$ cat config.mk
export PLATFORM = sky130hd
export DESIGN_NAME = nco_sweep_ctrl_flat
export DESIGN_NICKNAME = d
export VERILOG_FILES = /design/src/rtl/nco_sweep_ctrl_if.sv /design/src/rtl/nco_sweep_ctrl.sv /design/src/flat_wrapper.sv
export SDC_FILE = /design/constraint.sdc
export NUM_CORES = 1
export LEC_CHECK = 0
export ABC_AREA = 1
export CAP_MARGIN = 20
export CORE_MARGIN = 2
export CORE_UTILIZATION = 60
export CTS_CLUSTER_DIAMETER = 100
export CTS_CLUSTER_SIZE = 16
export DETAILED_ROUTE_END_ITERATION = 16
export GPL_ROUTABILITY_DRIVEN = 0
export HOLD_SLACK_MARGIN = 0.05
export PLACE_DENSITY_LB_ADDON = 0.2
export SYNTH_ARGS = -nofsm -noshare
export SYNTH_HDL_FRONTEND = slang
export SYNTH_SLANG_ARGS = --single-unit
export TNS_END_PERCENT = 50
$ cat constraint.sdc
create_clock -name clk -period 7.9 [get_ports clk]
set_clock_uncertainty 0.15 [all_clocks]
set_input_delay 1.975 -clock clk [delete_from_list [all_inputs] [get_ports clk]]
set_output_delay 1.975 -clock clk [all_outputs]
set_load 0.01 [all_outputs]
$ cat src/rtl/nco_sweep_ctrl_if.sv
// Request/status bundle between a sweep host and the nco sweep controller.
// The master drives the sweep programme; the slave returns the phase increment and status flags.
interface nco_sweep_ctrl_if #(
  parameter int PHI_W   = 16,
  parameter int DWELL_W = 16
);
  logic               start;
  logic               abort;
  logic               mode;
  logic [PHI_W-1:0]   f_start;
  logic [PHI_W-1:0]   f_stop;
  logic [PHI_W-1:0]   f_step;
  logic [DWELL_W-1:0] dwell;
  logic [PHI_W-1:0]   phi_inc_o;
  logic               busy;
  logic               step_strobe;
  logic               sweep_done;

  modport master (
    output start, abort, mode, f_start, f_stop, f_step, dwell,
    input  phi_inc_o, busy, step_strobe, sweep_done
  );

  modport slave (
    input  start, abort, mode, f_start, f_stop, f_step, dwell,
    output phi_inc_o, busy, step_strobe, sweep_done
  );
endinterface

$ cat src/rtl/nco_sweep_ctrl.sv
// Stepped-frequency sweep generator feeding the nco phase increment.
// Holds each increment dwell+1 enabled cycles, steps toward f_stop with clamping, single or continuous.
module nco_sweep_ctrl #(
  parameter int PHI_W   = 16,
  parameter int DWELL_W = 16
) (
  input  logic             clk,
  input  logic             reset_n,
  input  logic             clken,
  nco_sweep_ctrl_if.slave  sw
);

  typedef enum logic [1:0] {S_IDLE, S_RUN, S_DONE} state_t;

  state_t             state_q, state_d;
  logic [PHI_W-1:0]   phi_q, phi_d;
  logic [PHI_W-1:0]   start_q, start_d;
  logic [PHI_W-1:0]   stop_q, stop_d;
  logic [PHI_W-1:0]   step_q, step_d;
  logic [DWELL_W-1:0] dwell_q, dwell_d;
  logic [DWELL_W-1:0] cnt_q, cnt_d;
  logic               mode_q, mode_d;
  logic               dn_q, dn_d;
  logic               busy_q, busy_d;
  logic               strobe_q, strobe_d;
  logic               done_q, done_d;

  logic [PHI_W:0]     sum;
  logic [PHI_W:0]     diff;
  logic [PHI_W-1:0]   step_val;

  // One extra bit on sum/difference so a step past either end of the range clamps instead of wrapping.
  always_comb begin
    sum      = {1'b0, phi_q} + {1'b0, step_q};
    diff     = {1'b0, phi_q} - {1'b0, step_q};
    step_val = phi_q;
    if (dn_q) begin
      if (diff[PHI_W] || (diff[PHI_W-1:0] <= stop_q)) step_val = stop_q;
      else                                            step_val = diff[PHI_W-1:0];
    end else begin
      if (sum >= {1'b0, stop_q}) step_val = stop_q;
      else                       step_val = sum[PHI_W-1:0];
    end
  end

  always_comb begin
    // NOTE: every _d gets a default first so no path through the case can infer a latch.
    state_d  = state_q;
    phi_d    = phi_q;
    start_d  = start_q;
    stop_d   = stop_q;
    step_d   = step_q;
    dwell_d  = dwell_q;
    cnt_d    = cnt_q;
    mode_d   = mode_q;
    dn_d     = dn_q;
    busy_d   = busy_q;
    strobe_d = 1'b0;
    done_d   = 1'b0;

    unique case (state_q)
      S_IDLE: begin
        if (sw.start && !sw.abort) begin
          start_d  = sw.f_start;
          stop_d   = sw.f_stop;
          step_d   = sw.f_step;
          dwell_d  = sw.dwell;
          mode_d   = sw.mode;
          dn_d     = (sw.f_stop < sw.f_start);
          phi_d    = sw.f_start;
          cnt_d    = sw.dwell;
          busy_d   = 1'b1;
          strobe_d = 1'b1;
          state_d  = S_RUN;
        end
      end
      S_RUN: begin
        if (cnt_q != '0) begin
          cnt_d = cnt_q - DWELL_W'(1);
        end else if ((phi_q != stop_q) && (step_q != '0)) begin
          phi_d    = step_val;
          cnt_d    = dwell_q;
          strobe_d = 1'b1;
        end else if (mode_q) begin
          phi_d    = start_q;
          cnt_d    = dwell_q;
          strobe_d = 1'b1;
        end else begin
          state_d = S_DONE;
          done_d  = 1'b1;
          busy_d  = 1'b0;
        end
      end
      S_DONE:  state_d = S_IDLE;
      default: state_d = S_IDLE;
    endcase

    // Abort wins over everything; phi_inc_o keeps its last value so the nco keeps running there.
    if (sw.abort) begin
      state_d  = S_IDLE;
      phi_d    = phi_q;
      cnt_d    = cnt_q;
      busy_d   = 1'b0;
      strobe_d = 1'b0;
      done_d   = 1'b0;
    end
  end

  // NOTE: state uses non-blocking assignments so every flop samples pre-edge values.
  // NOTE: the shadow registers are few and must read zero after reset, so they are reset like the rest.
  always_ff @(posedge clk) begin
    if (!reset_n) begin
      state_q  <= S_IDLE;
      phi_q    <= '0;
      start_q  <= '0;
      stop_q   <= '0;
      step_q   <= '0;
      dwell_q  <= '0;
      cnt_q    <= '0;
      mode_q   <= 1'b0;
      dn_q     <= 1'b0;
      busy_q   <= 1'b0;
      strobe_q <= 1'b0;
      done_q   <= 1'b0;
    end else if (clken) begin
      state_q  <= state_d;
      phi_q    <= phi_d;
      start_q  <= start_d;
      stop_q   <= stop_d;
      step_q   <= step_d;
      dwell_q  <= dwell_d;
      cnt_q    <= cnt_d;
      mode_q   <= mode_d;
      dn_q     <= dn_d;
      busy_q   <= busy_d;
      strobe_q <= strobe_d;
      done_q   <= done_d;
    end
  end

  assign sw.phi_inc_o   = phi_q;
  assign sw.busy        = busy_q;
  assign sw.step_strobe = strobe_q;
  assign sw.sweep_done  = done_q;

endmodule
$ cat src/flat_wrapper.sv
// flat-port wrapper written by rule: the top's interface ports become plain ports
module nco_sweep_ctrl_flat 
#(
  parameter int PHI_W   = 16,
  parameter int DWELL_W = 16
)
  (clk, reset_n, clken, sw_start, sw_abort, sw_mode, sw_f_start, sw_f_stop, sw_f_step, sw_dwell, sw_phi_inc_o, sw_busy, sw_step_strobe, sw_sweep_done);
  nco_sweep_ctrl_if #(.PHI_W(PHI_W), .DWELL_W(DWELL_W)) sw_i ();
  input  logic clk;
  input  logic reset_n;
  input  logic clken;
  input wire logic [$bits(sw_i.start)-1:0] sw_start;
  input wire logic [$bits(sw_i.abort)-1:0] sw_abort;
  input wire logic [$bits(sw_i.mode)-1:0] sw_mode;
  input wire logic [$bits(sw_i.f_start)-1:0] sw_f_start;
  input wire logic [$bits(sw_i.f_stop)-1:0] sw_f_stop;
  input wire logic [$bits(sw_i.f_step)-1:0] sw_f_step;
  input wire logic [$bits(sw_i.dwell)-1:0] sw_dwell;
  output wire logic [$bits(sw_i.phi_inc_o)-1:0] sw_phi_inc_o;
  output wire logic [$bits(sw_i.busy)-1:0] sw_busy;
  output wire logic [$bits(sw_i.step_strobe)-1:0] sw_step_strobe;
  output wire logic [$bits(sw_i.sweep_done)-1:0] sw_sweep_done;
  assign sw_i.start = sw_start;
  assign sw_i.abort = sw_abort;
  assign sw_i.mode = sw_mode;
  assign sw_i.f_start = sw_f_start;
  assign sw_i.f_stop = sw_f_stop;
  assign sw_i.f_step = sw_f_step;
  assign sw_i.dwell = sw_dwell;
  assign sw_phi_inc_o = sw_i.phi_inc_o;
  assign sw_busy = sw_i.busy;
  assign sw_step_strobe = sw_i.step_strobe;
  assign sw_sweep_done = sw_i.sweep_done;
  nco_sweep_ctrl #(.PHI_W(PHI_W), .DWELL_W(DWELL_W)) u_core (.clk(clk), .reset_n(reset_n), .clken(clken), .sw(sw_i));
endmodule
==> notes.md, run 1 <==
impl run done, here's what came out: RSZ-0062 raised after global routing no, most used cell along the critical path nand2_1, synth-to-layout area growth 12.8%, Chip Width around 130 um, element type at the critical path end register, maximum fanout along the worst path 33, most frequent cells after synthesis nand2_1 (317), nor2_1 (202), inv_1 (166), Flop Count ~100, Tot GR Track Use 0.317, Latency at later pin around 0.36 ns, hold_sp u_core.sw.busy$_SDFFE_PN0P_, Max Slew Vio Count 0, Multi-input comb cells about 1.1k, core box area about 14000 sq um, logic area about 5800 sq um, Combinational Power Share 0.437, Plain + repair buffers 93, area share, top type 0.233, cell count after synthesis between 1k and 1.5k, clk buf depth 2, clk sinks slightly above 100, Detailed Place HPWL approximately 19 mm, vias per cell around 5.6, Flop+latch power slightly below 600 uW, crit path kind in2reg, Finished Core Util 0.689, FP Util 0.611, Slew HR 0.280, H-tree lvl count 3, Root Buffer Master clkbuf_16, drt drc 0, Worst R2R Start u_core.sw.phi_inc_o[0]$_SDFFE_PN0P_, slowest stage delay, CP between 0.7 and 0.8 ns, HP Class reg2reg, Yosys chip area about 8800 sq um, top cell category multi-input combinational cells, sw frac 0.423, P_leak roughly 0.005 uW, Post-Syn Area approximately 9000 sq um, layout clock buffer count 10, maximum operating frequency approximately 240 MHz, Final Hold Fails 0, non-clk buf share 0.0916, Post-CTS Resized 0, Simple-Gate Area Share 0.344, CP startpoint kind input port, Syn Nets about 1.6k, Comb/total area 0.577, post-synth top area cell dfxtp_1, Yosys Instances around 1.4k, Mux area share 0, first-pass GRT wire length approximately 41 mm, Top Ports slightly below 90, DR WL/cell between 15 and 20 um, initial antenna violation count 0, Worst path depth 7, total grt overflow 0, hold path cells 2, Die Ht roughly 130 um, # diodes 0, total CTS buffers 9, Async SR Flop Fraction 0, cts hold-fix bufs 0, setup repair bufs after CTS 0, Critical Path, Cell by Cell clkdlybuf4s50_1 > inv_1 > nand2_1 > a211oi_1 > nand2_1 > nor2_1 > a21oi_2, most common cell in the synthesized netlist nand2_1, Log Warnings around 43, outcome complete, no violations
-- run 1: metrics by stage --
step / hold WS, ns / instances / area, sq um / setup WS, ns / power [uW]
after floorplan: 0.299 / 1415 / 8840 / 4.55 / 1180
after global placement: 0.309 / 1631 / 9680 / 3.47 / 1350
after detailed placement: 0.314 / 1631 / 9680 / 3.34 / 1370
after CTS: 0.324 / 1647 / 9970 / 3.70 / 1820
after global routing: 0.375 / 1647 / 9970 / 3.38 / 1960
final: 0.328 / 1647 / 9970 / 3.68 / 1830
-- run 1: flip-flops by register name, summed over array words and instances (netlist names), 2 cells and up --
signal	count
u_core.cnt_q	16
u_core.dwell_q	16
u_core.start_q	16
u_core.step_q	16
u_core.stop_q	16
u_core.sw.phi_inc_o	16
u_core.state_q	2
-- run 1: placed cells by master (no fill, tap or decap), types with 3 or more instances in the layout --
| cell type | instances |
|---|---|
| nor4_1 | 5 |
| clkdlybuf4s50_1 | 87 |
| dfxtp_1 | 103 |
| nor3_1 | 12 |
| nor2_2 | 4 |
| nand2_2 | 22 |
| nand4_1 | 22 |
| a31oi_1 | 4 |
| xor2_1 | 17 |
| inv_6 | 3 |
| o21bai_1 | 4 |
| nand2_1 | 317 |
| a21oi_1 | 113 |
| clkbuf_16 | 9 |
| inv_1 | 165 |
| buf_4 | 5 |
| o211ai_1 | 4 |
| inv_2 | 22 |
| o21ai_0 | 96 |
| a21oi_2 | 11 |
| nor2_1 | 201 |
| xnor2_1 | 12 |
| nand3_1 | 76 |
| o21ai_1 | 16 |
| nand3_2 | 23 |
| ha_1 | 81 |
| nor2_4 | 3 |
-- run 1: worst reg2reg max path: stages (launching register included) --
cell and delay, ns:
dfxtp_1 0.36, inv_1 0.15, ha_1 0.16, inv_1 0.05, fa_1 0.41, nand3_1 0.11, nand2_1 0.14, nand2_1 0.09
nand2_1 0.13, nand2_1 0.11, nand3_1 0.08, nand2_1 0.13, inv_1 0.06, ha_1 0.29, nand4_1 0.12, nor2_1 0.17
nand2_1 0.08, nand2_1 0.09, nand3_2 0.43, o21ai_1 0.29, nand2_1 0.07, nand3_1 0.14, nand2_1 0.07, a21oi_1 0.14
-- run 1: layer usage --
layer / part of all wire / up-vias / global-route usage
li1: - / 4631 / -
met3: 0.082 / 37 / 0.0633
met2: 0.44 / 359 / 0.499
met1: 0.46 / 4139 / 0.448
met4: 0.017 / 0 / 0.0765
met5: 0 / - / 0
-- run 1: worst max-delay path by stage --
stage               slack, ns                                    to                                 start
floorplan                4.55  u_core.sw.phi_inc_o[12]$_SDFFE_PN0P_  u_core.sw.phi_inc_o[10]$_SDFFE_PN0P_
global placement         3.47   u_core.sw.phi_inc_o[9]$_SDFFE_PN0P_                              sw_abort
detailed placement       3.34   u_core.sw.phi_inc_o[8]$_SDFFE_PN0P_                              sw_abort
CTS                      3.70   u_core.sw.phi_inc_o[8]$_SDFFE_PN0P_                              sw_abort
global route             3.38  u_core.sw.phi_inc_o[11]$_SDFFE_PN0P_   u_core.sw.phi_inc_o[0]$_SDFFE_PN0P_
finish                   3.68   u_core.sw.phi_inc_o[8]$_SDFFE_PN0P_                              sw_abort
**Run 1: signal wires on met2**

Cells faint in the background.
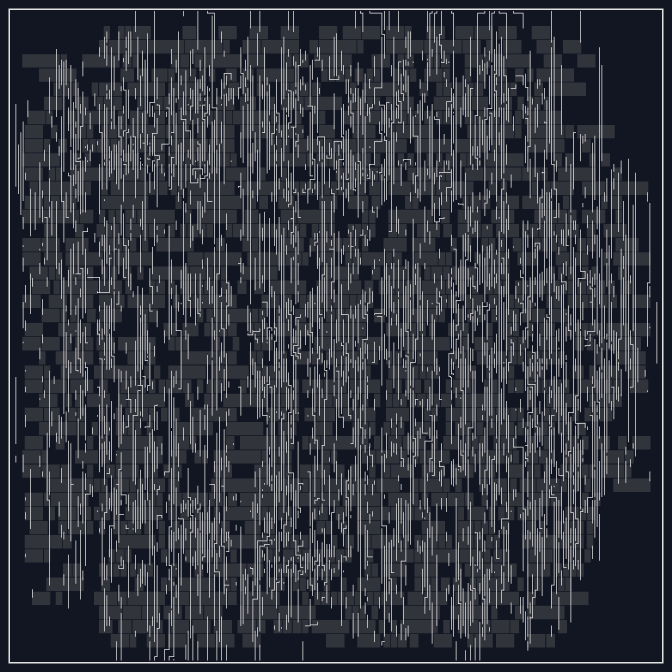
wire length on this layer: 10900 um
main direction: vertical
share of all routed wire: 44%
GR met2 Demand/Resource: 0.499
DR vias: 9166
final WL: 24.8 mm

**Run 1: cell placement**

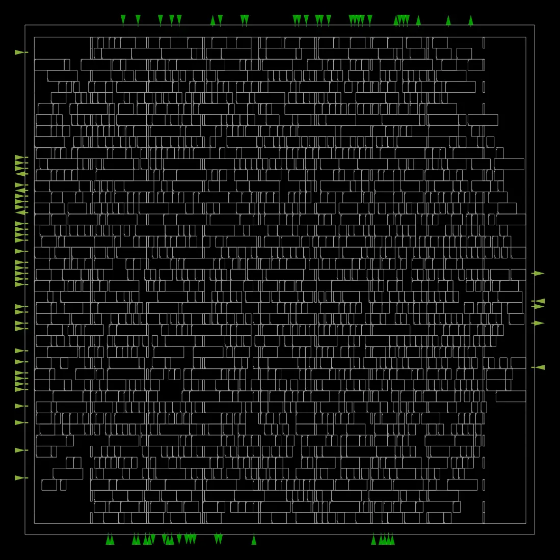
number of tapcells: 184
flop share of the area: 0.207

**Run 1: selected gate families**

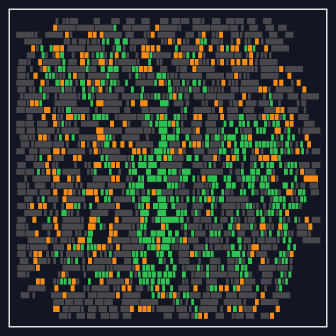
legend:
  green:
    family: NAND gates
    cells: 462
    where: widely spread
  orange:
    family: inverting AOI/OAI gates
    cells: 254
    where: widely spread

**Run 1: cell classes on the final placement**

Scale bar: 50 um.
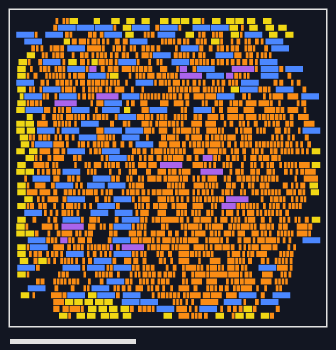

==> run 2: changes to the inputs <==
CORE_UTILIZATION = 59   (was 60)
clock period = 4.08 ns   (was 7.9 ns; I/O delays follow)
**Run 2: cell classes on the final placement**

Scale bar: 50 um.
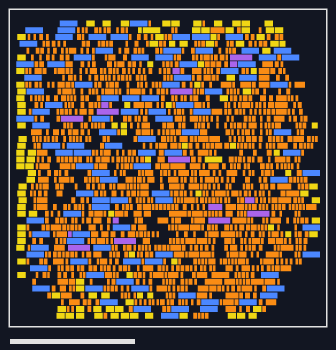
legend:
  yellow:
    class: other buffers and delay cells
    cells: 117
    share_of_their_area: 11%
  purple:
    class: clock drivers and dummy loads
    cells: 16
    share_of_their_area: 2.9%
  blue:
    class: flip-flops
    cells: 103
    share_of_their_area: 21%
  orange:
    class: all other logic
    cells: 1251
    share_of_their_area: 65%
FP Rows: 44
core box area: 14600 sq um
fin area: 10200 sq um

==> run 2 against run 1 <==
Against the previous run: final area is 2.6% higher; power is 100% higher; critical endpoint is now u_core.sw.phi_inc_o[9]$_SDFFE_PN0P_; flip-flop count stayed put; highest routed layer unchanged.
==> notes.md, run 2 <==
impl run done, here's what came out: outcome complete, no violations (unchanged), CP startpoint kind register (was input port), ys flop type dfxtp_1 (unchanged), cycle use final 0.951, Detailed Place HPWL 20.6 mm (was 18.8 mm), Syn Area/Cell 6.25 sq um (unchanged), Syn Nets 1568 (unchanged), Mux area share 0 (unchanged), WP data arrival 4.01 ns (was 4.32 ns), Setup WS pre-CTS 0.337 ns (was 3.34 ns), clk sinks 103 (unchanged), Finished Core Util 0.701 (was 0.689), crit path kind reg2reg (was in2reg), total CTS buffers 9 (unchanged), Yosys chip area 8840 sq um (unchanged), Flops after synth 103 (unchanged), P_leak 0.00507 uW (was 0.00495 uW), Hold Path End u_core.sw.busy$_SDFFE_PN0P_ (unchanged), DR vias 9486 (was 9166), Post-Syn Area 8840 sq um (unchanged), H-tree lvl count 3 (unchanged), drt drc 0 (unchanged), CP required 4.22 ns (was 8.00 ns), Final Hold Fails 0 (unchanged), largest net degree at the start of global routing 64 (was 99), number of global-route vias before repair 8607 (was 8551), final WL 27.3 mm (was 24.8 mm), Layout Nets 1635 (was 1611), Tot GR Track Use 0.340 (was 0.317), clk buf depth 2 (unchanged), Detailed Route Iter0 Violations 1227 (was 888), comb area leader simple AND/OR/NAND/NOR gates (unchanged), YS warnings 0 (unchanged), Latency at later pin 0.37 ns (was 0.36 ns), most common cell in the synthesized netlist nand2_1 (unchanged), Yosys Instances 1415 (unchanged), Top cell excl fill/tap nand2_1 (unchanged), Top Ports 89 (unchanged), Setup TNS Final 0 ns (unchanged), Pre-antenna DRT Iters 5 (unchanged), total grt overflow 0 (unchanged), HP Class reg2reg (unchanged), FP Util 0.606 (was 0.611), Worst R2R Start u_core.sw.phi_inc_o[0]$_SDFFE_PN0P_ (unchanged), Cell Type Count 46 (unchanged), setup repair bufs after CTS 0 (unchanged), cell count after synthesis 1415 (unchanged), Root Buffer Master clkbuf_16 (unchanged), Max Slew Vio Count 0 (unchanged), Slew HR 0.416 (was 0.280), first-pass GRT wire length 43.7 mm (was 41.1 mm), initial antenna violation count 0 (unchanged), IO buf count 88 (unchanged), Final Setup Violations 0 (unchanged), Synth Seq Share 0.233 (unchanged), Pwr per Cell Area 357 nW/um^2 (was 184 nW/um^2), synth-to-layout area growth 15.7% (was 12.8%), antenna viol nets, final 0 (unchanged), Max Cap Viol 0 (unchanged), maximum fanout along the worst path 23 (was 33), Die Ht 126 um (was 125 um), crit path time final about 3.9 ns, Post-CTS Resized 0 (unchanged), most frequent cells after synthesis nand2_1 (317), nor2_1 (202), inv_1 (166) (unchanged), CTS tree yes (unchanged), Log Warnings 43 (unchanged), EDFF count, synth 0 (unchanged), Worst IR Drop VDD 296 uV (was 162 uV), post-synth top area cell dfxtp_1 (unchanged), dpl cell area 9890 sq um (was 9680 sq um), area share, top type 0.233 (unchanged), Simple-Gate Area Share 0.344 (unchanged), maximum operating frequency about 260 MHz, Worst R2R Setup Slack 0.20 ns (was 3.82 ns), Least-Margin Pin Slew 0.875 ns (was 1.08 ns), # diodes 0 (unchanged), Top Layout Cells nand2_1 (316), nor2_1 (200), inv_1 (165) (was nand2_1 (317), nor2_1 (201), inv_1 (165)), top cells, area dfxtp_1 (23%), nand2_1 (13%), ha_1 (11%) (unchanged), final worst slack 0.201 ns (was 3.68 ns), filler cell count 1260 (was 1332), DR WL/cell 16.3 um (was 15.0 um), fraction of layout instances using a drive strength above 1 0.102 (was 0.0779), hold path cells 2 (unchanged), Adder Area Share 0.119 (unchanged), Async SR Flop Fraction 0 (unchanged), xor/xnor share 0.0287 (unchanged), element type at the critical path end register (unchanged), RSZ-0062 raised after global routing no (unchanged), AO/OA Area Share 0.158 (unchanged), hold_sp u_core.sw.busy$_SDFFE_PN0P_ (unchanged), R2R depth 24 (was 23), Chip Width 126 um (was 125 um), Die ar. 16000 sq um (was 15700 sq um), vias per cell 5.68 (was 5.57), worst r2r dst u_core.sw.phi_inc_o[9]$_SDFFE_PN0P_ (was u_core.sw.phi_inc_o[1]$_SDFFE_PN0P_), Clk pin slew, worst setup/hold paths 0.08 ns (about the same), cts hold-fix bufs 0 (unchanged)
run 2: cell counts after synthesis:
No cell type changed its count.
run 2: worst max path at each step:
stage                                               from                                    to  slack [ns]
CTS                        u_core.step_q[6]$_SDFFE_PN0P_   u_core.sw.phi_inc_o[9]$_SDFFE_PN0P_        0.30
global placement     u_core.sw.phi_inc_o[0]$_SDFFE_PN0P_   u_core.sw.phi_inc_o[9]$_SDFFE_PN0P_        0.37
detailed placement        u_core.step_q[12]$_SDFFE_PN0P_   u_core.sw.phi_inc_o[9]$_SDFFE_PN0P_        0.34
floorplan           u_core.sw.phi_inc_o[10]$_SDFFE_PN0P_  u_core.sw.phi_inc_o[12]$_SDFFE_PN0P_        0.73
finish               u_core.sw.phi_inc_o[0]$_SDFFE_PN0P_   u_core.sw.phi_inc_o[9]$_SDFFE_PN0P_        0.20
global route               u_core.step_q[9]$_SDFFE_PN0P_   u_core.sw.phi_inc_o[0]$_SDFFE_PN0P_        0.01
run 2: cell type report:
class / instances / area, sq um / area share
Multi-Input combinational cell: 1061 / 5810 / 0.568
Clock inverter: 7 / 66.3 / 0.00648
Sequential cell: 103 / 2060 / 0.202
Inverter: 190 / 721 / 0.0705
Clock buffer: 9 / 225 / 0.0220
Timing Repair Buffer: 117 / 1120 / 0.109
Tap cell: 184 / 230 / 0.0225
run 2: critical path, cell delays in order, from the launching register on:
cell and delay, ns:
dfxtp_1 0.36, inv_1 0.11, ha_1 0.15, inv_1 0.06
fa_1 0.41, nand3_1 0.10, nand2_1 0.10, nand2_1 0.09
nand2_2 0.09, nand2_1 0.10, nand3_1 0.07, nand2_1 0.19
inv_1 0.07, ha_1 0.28, nand4_1 0.14, nor2_1 0.16
nand2_1 0.08, nand2_1 0.14, nand3_4 0.16, buf_12 0.20
o21ai_0 0.15, nand2_1 0.09, nand3_2 0.07, nand2_1 0.06
a21oi_2 0.20
run 2: layer usage:
layer | part of all wire | track usage
met2 | 0.42 | 0.511
met1 | 0.45 | 0.476
met4 | 0.032 | 0.115
met3 | 0.10 | 0.0822
met5 | 0 | 0
run 2: kinds of logic (layout without fill, tap and decap cells):
family | after synthesis | in the layout
flops | 103 | 103
buf+inv | 251 | 323
fa+ha+maj | 83 | 83
simple gates | 691 | 691
xor+xnor | 29 | 29
compound gates | 258 | 258
run 2: metrics by stage:
step / hold WS [ns] / power (uW) / std cells
2_1_floorplan: 0.299 / 2280 / 1415
3_3_place_gp: 0.309 / 2680 / 1655
3_5_place_dp: 0.309 / 2710 / 1655
4_1_cts: 0.319 / 3580 / 1671
5_1_grt: 0.338 / 3870 / 1671
6_report: 0.321 / 3660 / 1671
run 2: power breakdown:
part / total [uW] / internal, uW / switching (uW)
Combinational: 1660 / 600 / 1060
Sequential: 1110 / 1060 / 48.8
Clock: 888 / 428 / 460
Power is estimated from default activity; no workload was simulated.
